<file path="config.mk">
export PLATFORM = sky130hd
export DESIGN_NAME = keypad_scanner
export DESIGN_NICKNAME = d
export VERILOG_FILES = /design/src/rtl/keypad_pkg.sv /design/src/rtl/sync2.sv /design/src/rtl/keypad_scanner.sv
export SDC_FILE = /design/constraint.sdc
export NUM_CORES = 1
export LEC_CHECK = 0
export CORE_MARGIN = 2
export CORE_UTILIZATION = 55
export CTS_CLUSTER_DIAMETER = 30
export CTS_CLUSTER_SIZE = 14
export DETAILED_ROUTE_END_ITERATION = 10
export GPL_TIMING_DRIVEN = 0
export PLACE_DENSITY_LB_ADDON = 0.08
export SLEW_MARGIN = 15
export SYNTH_ARGS = -nofsm -noshare
export SYNTH_HDL_FRONTEND = slang
export SYNTH_HIERARCHICAL = 1
export SYNTH_SLANG_ARGS = --single-unit
</file>
<file path="constraint.sdc">
create_clock -name clk -period 6.2 [get_ports clk]
set_clock_uncertainty 0.1 [all_clocks]
set_input_delay 1.24 -clock clk [delete_from_list [all_inputs] [get_ports clk]]
set_output_delay 1.24 -clock clk [all_outputs]
set_load 0.05 [all_outputs]
</file>
<file path="src/rtl/keypad_pkg.sv">
// Shared definitions for the 4x4 matrix keypad scanner.
// Latency: none (types, constants and pure functions only).
// Backpressure: not applicable.
//
// Contents: FSM state encoding, column drive rotation, 16-entry key map and
// small row-decode helpers used by the scanner datapath.

package keypad_pkg;

    // Scanner FSM states.
    typedef enum logic [1:0] {
        ST_SCAN     = 2'd0,
        ST_DEBOUNCE = 2'd1,
        ST_HELD     = 2'd2
    } kp_state_t;

    // Rows are active-low and pulled up, so an idle sample reads all ones.
    localparam logic [3:0] ROWS_IDLE = 4'b1111;

    // Column drive is active-low one-hot. Entry c drives column c low;
    // rotation walks c = 0,1,2,3,0 ...
    localparam logic [3:0] COL_RESET = 4'b1110;
    localparam logic [3:0][3:0] COL_DRIVE = {
        4'b0111,    // column 3
        4'b1011,    // column 2
        4'b1101,    // column 1
        4'b1110     // column 0
    };

    // Key map indexed by {row[1:0], col[1:0]}.
    //   r0 = 1 2 3 A   r1 = 4 5 6 B   r2 = 7 8 9 C   r3 = 0 F E D
    localparam logic [15:0][3:0] KEY_MAP = {
        4'hD, 4'hE, 4'hF, 4'h0,     // row 3, cols 3..0
        4'hC, 4'h9, 4'h8, 4'h7,     // row 2, cols 3..0
        4'hB, 4'h6, 4'h5, 4'h4,     // row 1, cols 3..0
        4'hA, 4'h3, 4'h2, 4'h1      // row 0, cols 3..0
    };

    // True when exactly one row line is pulled low. Two or more low rows
    // in the same column slot is a chord or a ghost and is not a key.
    function automatic logic single_low(input logic [3:0] rows);
        logic hit;
        case (rows)
            4'b1110, 4'b1101, 4'b1011, 4'b0111: hit = 1'b1;
            default:                            hit = 1'b0;
        endcase
        return hit;
    endfunction

    // Index of the low row. Only meaningful when single_low() is true.
    function automatic logic [1:0] low_row_index(input logic [3:0] rows);
        logic [1:0] idx;
        case (rows)
            4'b1110: idx = 2'd0;
            4'b1101: idx = 2'd1;
            4'b1011: idx = 2'd2;
            default: idx = 2'd3;
        endcase
        return idx;
    endfunction

endpackage

</file>
<file path="src/rtl/sync2.sv">
// Two-flop synchronizer for asynchronous level inputs.
// Latency: 2 clk cycles from input change to q.
// Backpressure: none; samples every cycle.
//
// Ports:
//   clk    - destination clock
//   rst_n  - asynchronous active-low reset, loads RESET_VAL into both stages
//   d      - asynchronous input bus (each bit synchronized independently)
//   q      - synchronized output bus

module sync2 #(
    parameter int                 WIDTH     = 1,
    parameter logic [WIDTH-1:0]   RESET_VAL = '0
) (
    input  logic             clk,
    input  logic             rst_n,
    input  logic [WIDTH-1:0] d,
    output logic [WIDTH-1:0] q
);

    logic [WIDTH-1:0] meta;

    always_ff @(posedge clk or negedge rst_n) begin
        if (!rst_n) begin
            meta <= RESET_VAL;
            q    <= RESET_VAL;
        end else begin
            meta <= d;
            q    <= meta;
        end
    end

endmodule

</file>
<file path="src/rtl/keypad_scanner.sv">
// 4x4 matrix keypad scanner with debounce; emits one strobe per accepted key.
// Latency: DEBOUNCE scan ticks + 1 clk from first qualifying tick to KEY_VALID.
// Backpressure: none; KEY_VALID is a one-cycle strobe, consumer must take it.
//
// Ports:
//   clk        - system clock, all state on rising edge
//   RESET_N    - asynchronous active-low reset
//   ROW[3:0]   - row sense lines, active-low, asynchronous to clk
//   COL[3:0]   - column drive, active-low one-hot
//   KEY_CODE   - hex value of the last accepted key, held until the next one
//   KEY_VALID  - single-cycle strobe, KEY_CODE valid in the same cycle
//   KEY_HELD   - high from acceptance until the release has been debounced
//
// KEY_VALID/KEY_CODE are shaped to drop straight into a nibble shift-register
// display path as its enable and data nibble.

module keypad_scanner
    import keypad_pkg::*;
#(
    parameter int SCAN_DIV = 50000,     // clk cycles per column slot, >= 2
    parameter int DEBOUNCE = 4          // matching ticks to accept, 1..15
) (
    input  logic       clk,
    input  logic       RESET_N,
    input  logic [3:0] ROW,
    output logic [3:0] COL,
    output logic [3:0] KEY_CODE,
    output logic       KEY_VALID,
    output logic       KEY_HELD
);

    localparam int                 DIV_W     = $clog2(SCAN_DIV);
    localparam logic [DIV_W-1:0]   DIV_LAST  = DIV_W'(SCAN_DIV - 1);
    localparam logic [DIV_W-1:0]   DIV_ONE   = DIV_W'(1);
    localparam logic [3:0]         DB_TARGET = 4'(DEBOUNCE);

    // ------------------------------------------------------------------
    // Row synchronizer
    // ------------------------------------------------------------------
    logic [3:0] row_s;

    sync2 #(
        .WIDTH     (4),
        .RESET_VAL (ROWS_IDLE)
    ) u_row_sync (
        .clk   (clk),
        .rst_n (RESET_N),
        .d     (ROW),
        .q     (row_s)
    );

    // ------------------------------------------------------------------
    // Scan tick divider: counts 0..SCAN_DIV-1, tick on the last count.
    // ------------------------------------------------------------------
    logic [DIV_W-1:0] div_cnt;
    logic             tick;

    assign tick = (div_cnt == DIV_LAST);

    always_ff @(posedge clk or negedge RESET_N) begin
        if (!RESET_N) begin
            div_cnt <= '0;
        end else if (tick) begin
            div_cnt <= '0;
        end else begin
            div_cnt <= div_cnt + DIV_ONE;
        end
    end

    // ------------------------------------------------------------------
    // Datapath state
    // ------------------------------------------------------------------
    kp_state_t  state_q;
    kp_state_t  state_d;

    logic [1:0] col_idx;        // column currently driven
    logic [1:0] col_nxt;
    logic [3:0] key_rows;       // row pattern that started the debounce
    logic [3:0] key_idx;        // {row, col} of the candidate key
    logic [3:0] db_cnt;         // press-match count, then release count
    logic [3:0] db_cnt_inc;

    // Per-tick decisions on the synchronized row sample.
    logic row_single;
    logic row_match;
    logic rows_idle;
    logic cnt_hit;

    assign col_nxt    = col_idx + 2'd1;
    assign db_cnt_inc = db_cnt + 4'd1;
    assign row_single = single_low(row_s);
    // The same single row must stay low; a second row joining in breaks it.
    assign row_match  = (row_s == key_rows);
    assign rows_idle  = (row_s == ROWS_IDLE);
    // The count that this tick would complete reaches the debounce target.
    assign cnt_hit    = (db_cnt_inc == DB_TARGET);

    // Control strobes from the output process.
    logic ld_key;
    logic adv_col;
    logic accept;
    logic release_done;
    logic cnt_clr;
    logic cnt_inc;

    // ------------------------------------------------------------------
    // FSM: state register
    // ------------------------------------------------------------------
    always_ff @(posedge clk or negedge RESET_N) begin
        if (!RESET_N) begin
            state_q <= ST_SCAN;
        end else begin
            state_q <= state_d;
        end
    end

    // ------------------------------------------------------------------
    // FSM: next-state logic. Everything advances only on a scan tick.
    // ------------------------------------------------------------------
    always_comb begin
        state_d = state_q;
        if (tick) begin
            unique case (state_q)
                ST_SCAN: begin
                    if (row_single) begin
                        state_d = ST_DEBOUNCE;
                    end
                end
                ST_DEBOUNCE: begin
                    if (!row_match) begin
                        state_d = ST_SCAN;
                    end else if (cnt_hit) begin
                        state_d = ST_HELD;
                    end
                end
                ST_HELD: begin
                    if (rows_idle && cnt_hit) begin
                        state_d = ST_SCAN;
                    end
                end
                default: state_d = ST_SCAN;
            endcase
        end
    end

    // ------------------------------------------------------------------
    // FSM: output/control logic
    // ------------------------------------------------------------------
    always_comb begin
        ld_key       = 1'b0;
        adv_col      = 1'b0;
        accept       = 1'b0;
        release_done = 1'b0;
        cnt_clr      = 1'b0;
        cnt_inc      = 1'b0;
        if (tick) begin
            unique case (state_q)
                ST_SCAN: begin
                    if (row_single) begin
                        ld_key  = 1'b1;
                        cnt_clr = 1'b1;
                    end else begin
                        adv_col = 1'b1;
                    end
                end
                ST_DEBOUNCE: begin
                    if (!row_match) begin
                        // Bounce or a chord: drop the candidate silently.
                        adv_col = 1'b1;
                        cnt_clr = 1'b1;
                    end else if (cnt_hit) begin
                        accept  = 1'b1;
                        cnt_clr = 1'b1;     // counter is reused for release
                    end else begin
                        cnt_inc = 1'b1;
                    end
                end
                ST_HELD: begin
                    // Column stays frozen, so only keys sharing this column
                    // can be seen; any low row restarts the release count.
                    if (!rows_idle) begin
                        cnt_clr = 1'b1;
                    end else if (cnt_hit) begin
                        release_done = 1'b1;
                        adv_col      = 1'b1;
                        cnt_clr      = 1'b1;
                    end else begin
                        cnt_inc = 1'b1;
                    end
                end
                default: begin
                    cnt_clr = 1'b1;
                end
            endcase
        end
    end

    // ------------------------------------------------------------------
    // Datapath registers. All outputs come straight from these flops.
    // ------------------------------------------------------------------
    always_ff @(posedge clk or negedge RESET_N) begin
        if (!RESET_N) begin
            col_idx   <= 2'd0;
            COL       <= COL_RESET;
            key_rows  <= ROWS_IDLE;
            key_idx   <= 4'd0;
            db_cnt    <= 4'd0;
            KEY_CODE  <= 4'h0;
            KEY_VALID <= 1'b0;
            KEY_HELD  <= 1'b0;
        end else begin
            KEY_VALID <= accept;

            if (adv_col) begin
                col_idx <= col_nxt;
                COL     <= COL_DRIVE[col_nxt];
            end

            if (ld_key) begin
                key_rows <= row_s;
                key_idx  <= {low_row_index(row_s), col_idx};
            end

            if (cnt_clr) begin
                db_cnt <= 4'd0;
            end else if (cnt_inc) begin
                db_cnt <= db_cnt_inc;
            end

            if (accept) begin
                KEY_CODE <= KEY_MAP[key_idx];
                KEY_HELD <= 1'b1;
            end else if (release_done) begin
                KEY_HELD <= 1'b0;
            end
        end
    end

endmodule

</file>
run_1/final_clocks.png
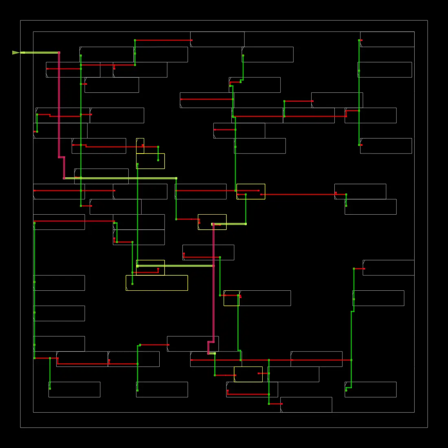
number of sequential storage elements: 50
Clock Latency Late Sink: 0.29 ns
TritonCTS Buffers: 5

run_1/metal_stack.png
(6 px per µm)
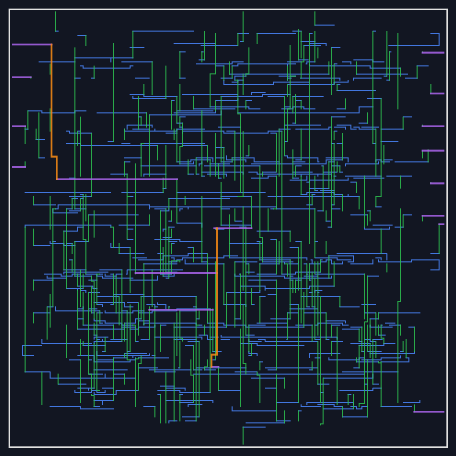
[orange] met4 | wire length: 47.4 µm
[purple] met3 | wire length: 88.3 µm
[blue] met1 | wire length: 1950 µm
[green] met2 | wire length: 1830 µm
via count: 1628
combined global-route utilization of all metal layers: 16.9%
routed wire length per instance: 12.4 µm

run_1/pdn.png
(4 px per µm) Pins as bars on the die edge.
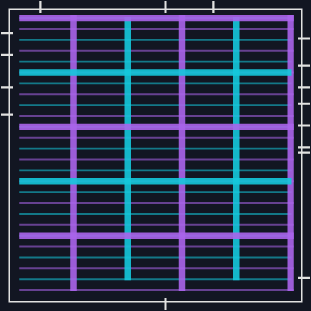
[purple] VSS
[cyan] VDD
met5 straps: 5
signal pins: 16
rows: 25
Worst IR Drop VDD: 0.166 mV
core area: 0.00463 mm²
vertical extent of the die: 72.7 µm
width of the die: 72.7 µm

run_1/clock_map.png
(4 px per µm)
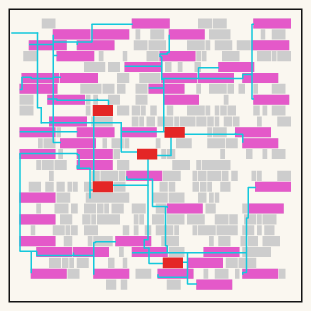
[cyan] clock wires | length: 574 µm
[red] cells driving clock nets | count: 5
[magenta] flip-flops | count: 50
flops lie: all over the die
clock group share of total power: 38.8%
clock network power consumption: 0.000223 W

==> run summary, run 1 <==
From the run reports.

- The most used standard cell by instance count after synthesis is sky130_fd_sc_hd__dfrtp_1.
- The post-synthesis average cell area reads 11.0 µm².
- The number of synthesized flops with an enable pin reads 0.
- The largest total area in the synthesized netlist belongs to sky130_fd_sc_hd__dfrtp_1.
- The total of fill cells in the finished design is 393.
- The area used by sequential logic in the layout is 0.00127 mm².
- The yosys stat chip area is 0.00260 mm².
- The switching power share of the total reads 20.2%.
- The cell area after layout is 0.00294 mm².
- The TritonCTS sink count is 50.
- Looking at the power breakdown, sequential logic takes 57.6% of the total.
- The number of post-CTS setup repair buffers is 0.
- The number of antenna diodes reads 0.
- The total DRC errors in the routed layout reads 0.
- The total of buffers placed on input and output ports is 15.
- The post-cts gate resize count is 0.
- The synthesized netlist devotes 18.4% of its cell area to simple gates.
- The hold path depth is 0.
- The main area contributors are sky130_fd_sc_hd__dfrtp_1 (34%), sky130_fd_sc_hd__dfstp_2 (15%), sky130_fd_sc_hd__ha_1 (7.2%), sky130_fd_sc_hd__xnor2_1 (5.4%), sky130_fd_sc_hd__nor2_1 (3.2%).
- The placed instance area reads 0.00283 mm².
- The share of post-route cells with drive strength above 1 reads 16.9%.
- Per the hold report, the tightest min-delay path originates at u_row_sync/meta[1].
- The combinational-cell power consumption reads 0.0000209 W.
- The number of multi-input combinational cells in the layout is 160.
- The depth of the most critical reg-to-reg path is 7.
- The fraction of the cycle the final worst path needs reads 47.8%.
- The filler-free cell count of the finished design is 315.
- The aoi/oai-family share of the synthesized area reads 5.20%.
- The type of element capturing the critical path is an output port.
- The commonest register cell is sky130_fd_sc_hd__dfrtp_1.
- Per the CTS log, the buffer count on the longest clock path is 2.
- The post-layout minimum cycle time reads 2.96 ns.
- The core occupancy in the finished layout is 63.5%.
- 16 I/O pins were placed.
- Before any placement, the netlist area is recorded as 0.00260 mm².
- Looking at the max-slew report, the worst-margin pin has a slew of 0.492 ns.
- Summed over all cells, the static leakage comes to 1.33 nW.
- The number of hold buffers added after CTS was 0.
- The share of flip-flops with an asynchronous set or reset after synthesis is 100%.
- The endpoint of the worst-slack reg-to-reg timing path reads state_q[0].
- Of the total synthesized cell area, the portion taken by full adders, half adders and majority gates is 7.22%.
- The floorplan die area is 0.00529 mm².
- The met2 routed wirelength is 1830 µm.
- The required time at the endpoint of the critical path is 4.86 ns.
- The number of cells in Yosys stat is 237.
- The launch instance of the worst register-to-register path is u_row_sync/q[0].
- The via count of the first global-routing pass reads 1527.
- The start-to-end type of the worst setup path is reg -> out.
- The pre-CTS setup slack reads 3.56 ns.
- The type of origin of the critical path is a flop.
- The number of cells produced by synthesis is 237.
- Across all register-to-register paths, the minimum setup slack is 3.87 ns.
- The sequential share of cell area reads 43.2%.
- The final layout contains 281 nets.
- The synthesis-to-layout area growth is 13.2%.
- The arrival time of data at the critical path endpoint is 1.62 ns.
- The flow inserted 54 tap cells.
- Walking the worst path, the cells encountered are clkdlybuf4s50_1.
- By count the netlist is led by sky130_fd_sc_hd__dfrtp_1 (35), sky130_fd_sc_hd__nor2_1 (22), sky130_fd_sc_hd__inv_1 (18), sky130_fd_sc_hd__nand2_1 (18), sky130_fd_sc_hd__xnor2_1 (16).
- The global-route congestion overflow total reads 0.
- The cell total after placement reads 307.
- The final RePlAce weighted congestion is 0.743.
- The most common library cell in the layout ignoring fill and taps reads sky130_fd_sc_hd__dfrtp_1.
- The remaining antenna violation count is 0.
- met1 track demand over resource after global routing is 24.1%.
- The flip-flop and latch count after synthesis reads 50.
- The TritonCTS clock tree reads done.
- The post-synthesis cell type count is 44.
- After routing, the total negative slack on setup checks comes to 0 ns.
- The most common logic cells in the final layout are sky130_fd_sc_hd__dfrtp_1 (35), sky130_fd_sc_hd__nor2_1 (22), sky130_fd_sc_hd__inv_1 (18), sky130_fd_sc_hd__nand2_1 (18), sky130_fd_sc_hd__xnor2_1 (16).
- The internal power consumption reads 0.000459 W.
- The number of antenna violations at the first check in global routing is 0.
- The total power draw is 0.000576 W.
- The vias per cell is 5.17.
- Sequential power for this build is 0.000331 W.
- The met1 routed wirelength after detailed routing is 1950 µm.
- The flow ran to the end, and the final reports show no timing, DRC or antenna violations.
- The row count is 25.
- In the post-route report, total wirelength is listed as 3910 µm.
- In this run, the synthesized area fraction spent on xor and xnor cells is recorded as 8.09%.
- The cell with the biggest individual delay on the critical path reads sky130_fd_sc_hd__clkdlybuf4s50_1.
- The met3 usage is 3.31%.
- Once the floorplan was initialized, standard cells occupied 56.1% of the core.
- The number of max-cap violations reads 0.
- The buffer-and-inverter tally for the worst setup path is 1.
- The clock tree buffer count of the final layout reads 6.
- The largest family of logic cells by area reads simple AND/OR/NAND/NOR gates.
- Setup repair after global routing left no endpoint under its margin.
- The clock transition at the register clock pins on the worst setup and hold paths after CTS reads 0.09 ns.
- Per the CTS log, the root buffer master is sky130_fd_sc_hd__clkbuf_8.
- The layer flagged by global routing as most heavily used is met2.
run_1/gate_families.png
(4 px per µm)
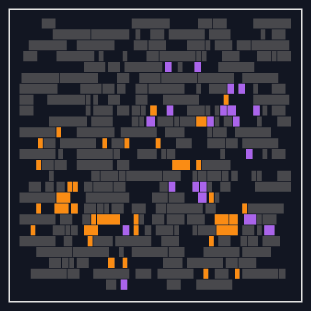

==> run 2, diff against run 1 <==
--- a/config.mk
+++ b/config.mk
@@ -6,7 +6,7 @@
 export NUM_CORES = 1
 export LEC_CHECK = 0
 export CORE_MARGIN = 2
-export CORE_UTILIZATION = 55
+export CORE_UTILIZATION = 53
 export CTS_CLUSTER_DIAMETER = 30
 export CTS_CLUSTER_SIZE = 14
 export DETAILED_ROUTE_END_ITERATION = 10
==> constraint.sdc (replaced) <==
create_clock -name clk -period 2.4 [get_ports clk]
set_clock_uncertainty 0.1 [all_clocks]
set_input_delay 0.48 -clock clk [delete_from_list [all_inputs] [get_ports clk]]
set_output_delay 0.48 -clock clk [all_outputs]
set_load 0.05 [all_outputs]
run_2/gate_families.png
(4 px per µm)
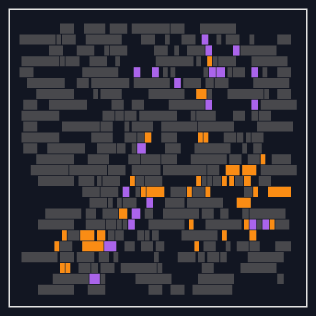
[purple] inverting AOI/OAI gates | cells: 20 | most used: o21ai_0
[orange] NOR gates | cells: 34 | most used: nor2_1
share of cell area taken by multi-input logic gates: 40.8%
most common cell after layout, fill and taps aside: sky130_fd_sc_hd__dfrtp_1
non-filler instance count after layout: 324

==> run 2 against run 1 <==
Net effect: clock-buffer cell count unchanged; sequential power increased to 2.6 times the previous value; global-route usage decreased by 0.49 points; design area increased by 0.38%; register-to-register slack got worse by 3.7 ns; critical path depth unchanged; wire length decreased by 0.28%; power increased to 2.6 times the previous value; setup slack got worse by 3.0 ns; synthesized cell count unchanged.
==> run summary, run 2 <==
From the run reports.

- The total of buffers placed on input and output ports is 15.
- After layout, the minimum clock period comes to 2.21 ns.
- Ranked by instance count, the synthesized netlist is headed by sky130_fd_sc_hd__dfrtp_1 (35), sky130_fd_sc_hd__nor2_1 (22), sky130_fd_sc_hd__inv_1 (18), sky130_fd_sc_hd__nand2_1 (18), sky130_fd_sc_hd__xnor2_1 (16).
- The most used standard cell by instance count after synthesis reads sky130_fd_sc_hd__dfrtp_1.
- The number of antenna diodes reads 0.
- Non-clock inverters in the final layout number 18.
- The total of plain and repair buffers excluding clock buffers reads 21.
- The clock tree buffer count of the final layout is 6.
- The global-route congestion overflow total is 0.
- The number of buffers inserted by hold repair at cts is 0.
- The number of post-CTS setup repair buffers reads 0.
- The count of tool warnings is 36.
- For the worst flop-to-flop path, the logic depth is 7.
- The largest individual stage delay along the critical path comes from the cell sky130_fd_sc_hd__clkdlybuf4s50_1.
- The number of cells in Yosys stat is 237.
- The run finished with clean final reports.
- The area used by sequential logic in the layout reads 0.00127 mm².
- The met2 routed wirelength is 1840 µm.
- The portion of total power attributed to the clock network is 38.9%.
- The number of I/O pins reads 16.
- The final max-slew violation count recorded for this run is 0.
- The sequential group power is 0.000863 W.
- The clock transition at the register clock pins on the worst setup and hold paths after CTS is 0.09 ns.
- The slew of the pin with the lowest slew margin is 0.654 ns.
- The remaining antenna violation count reads 0.
- STA lists the endpoint of the worst register-to-register path as KEY_CODE[2].
- The horizontal extent of the die is 74.0 µm.
- The via count of the first global-routing pass came to 1523.
- The net switching power reads 0.000303 W.
- In the per-layer breakdown of the detailed-route log, met1 shows 1900 µm.
- For reference, the most critical setup path is categorized as reg -> out.
- The post-cts gate resize count reads 0.
- The placed instance area reads 0.00286 mm².
- For reference, the top cells by area after synthesis are sky130_fd_sc_hd__dfrtp_1 (34%), sky130_fd_sc_hd__dfstp_2 (15%), sky130_fd_sc_hd__ha_1 (7.2%), sky130_fd_sc_hd__xnor2_1 (5.4%), sky130_fd_sc_hd__nor2_1 (3.2%).
- The largest family of logic cells by area reads simple AND/OR/NAND/NOR gates.
- The share of post-route cells with drive strength above 1 is 17.5%.
- Summed over all instances, the cell type with the most area after synthesis is sky130_fd_sc_hd__dfrtp_1.
- The starting density of the core is 55.0%.
- The type of element capturing the critical path is an output port.
- met3 track demand over resource after global routing is 4.07%.
- In this run the layout overhead on the synthesized area is reported as 13.6%.
- Setup repair after global routing left no endpoint under its margin.
- Summed over the clock group, the power is 0.000579 W.
- The met1 global-route usage is 22.5%.
- The required time at the worst endpoint is listed as 1.82 ns.
- For this run, the chip area from Yosys synthesis comes to 0.00260 mm².
- The total DRC errors in the routed layout is 0.
- The first-pass iteration count of the detailed router reads 4.
- The script computed the net switching share of total power as 20.4%.
- Per the placement report, the placed cell count is 320.
- The number of antenna violations at the first check in global routing reads 0.
- The TritonCTS clock tree is done.
- The type of origin of the critical path is a flop.
- The post-synthesis xor/xnor area fraction reads 8.09%.
- The setup total negative slack is 0 ns.
- The register-to-register setup slack reads 0.21 ns.
- In the final layout, the fill cell count is 416.
- The sequential group share of total power is 57.9%.
- The internal power consumption reads 0.00119 W.
- The core area is 0.00472 mm².
- The number of buffers inserted during clock tree synthesis is 5.
- The timing report gives the biggest stage delay along the critical path as 0.79 ns.
- For met2 alone, demand over resource in global routing was 25.8%.
- In the layout the commonest cells are sky130_fd_sc_hd__dfrtp_1 (35), sky130_fd_sc_hd__nor2_1 (21), sky130_fd_sc_hd__inv_1 (18), sky130_fd_sc_hd__nand2_1 (18), sky130_fd_sc_hd__xnor2_1 (16).
- The post-synthesis cell type count reads 44.
- Among all flip-flop cells after synthesis, the most frequent one is sky130_fd_sc_hd__dfrtp_1.
- Counting along the longest clock path gives a buffer depth of 2.
- Per the detail_route report, vias per standard cell equal 5.13.
- For this run, combinational gates with multiple inputs come to 160.
- The core occupancy in the finished layout is 62.5%.
- The pre-CTS setup slack is 0.0615 ns.
- The number of max-cap violations is 0.
- The maximum vdd ir drop is 0.385 mV.
- The final RePlAce weighted congestion reads 0.902.
- The launch instance of the worst register-to-register path reads div_cnt[4].
- The post-synthesis average cell area is 11.0 µm².
- The vertical die size is 74.0 µm.
- The root cell of the clock tree is sky130_fd_sc_hd__clkbuf_8.
- The synthesized cell area reads 0.00260 mm².
- Data arrives at the worst endpoint at 1.63 ns.
- The aoi/oai-family share of the synthesized area reads 5.20%.
- The total power draw is 0.00149 W.
- The row count is 25.
- The area fraction in and, or, nand and nor cells reads 18.4%.
- The initial detailed-routing violation count is 74.
- Tap insertion was completed with 67 tapcells.
- The flow reports power dissipated in combinational cells as 0.0000477 W.
- The clock latency on the worst-skew pair reads 0.29 ns.
- The share of flip-flops with an asynchronous set or reset after synthesis is 100%.
- The net total in the final layout is 277.
- OpenROAD reports that the post-layout worst path occupies 91.9% of the period.
- The number of cells produced by synthesis reads 237.
- The number of synthesized flops with an enable pin reads 0.
- The chip occupies 0.00548 mm².
- The sequential share of cell area reads 43.0%.
- Of the total synthesized cell area, the portion taken by full adders, half adders and majority gates is 7.22%.
- The buffer-and-inverter tally for the worst setup path reads 1.
- The TritonCTS sink count reads 50.
- The layer carrying the most global-route usage reads met2.
- The flip-flop and latch count after synthesis reads 50.
- The STA report counts the stages on the worst setup path as 1.
- In the finished design the tool counted flip-flops and latches totalling 50.
- The leakage power is 1.33 nW.
- The critical path goes through clkdlybuf4s50_1.
run_2/metal_stack.png
(6 px per µm)
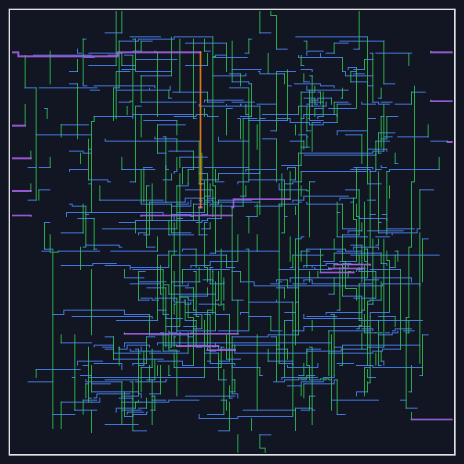
[purple] met3 | wire length: 132 µm
[blue] met1 | wire length: 1900 µm
[orange] met4 | wire length: 25.8 µm
[green] met2 | wire length: 1840 µm
routed wire length per instance: 12.0 µm
via count: 1663
combined global-route utilization of all metal layers: 16.4%
total detailed-routing wirelength: 3900 µm

Power figures rest on the tool's default switching activity, not on a simulated workload.
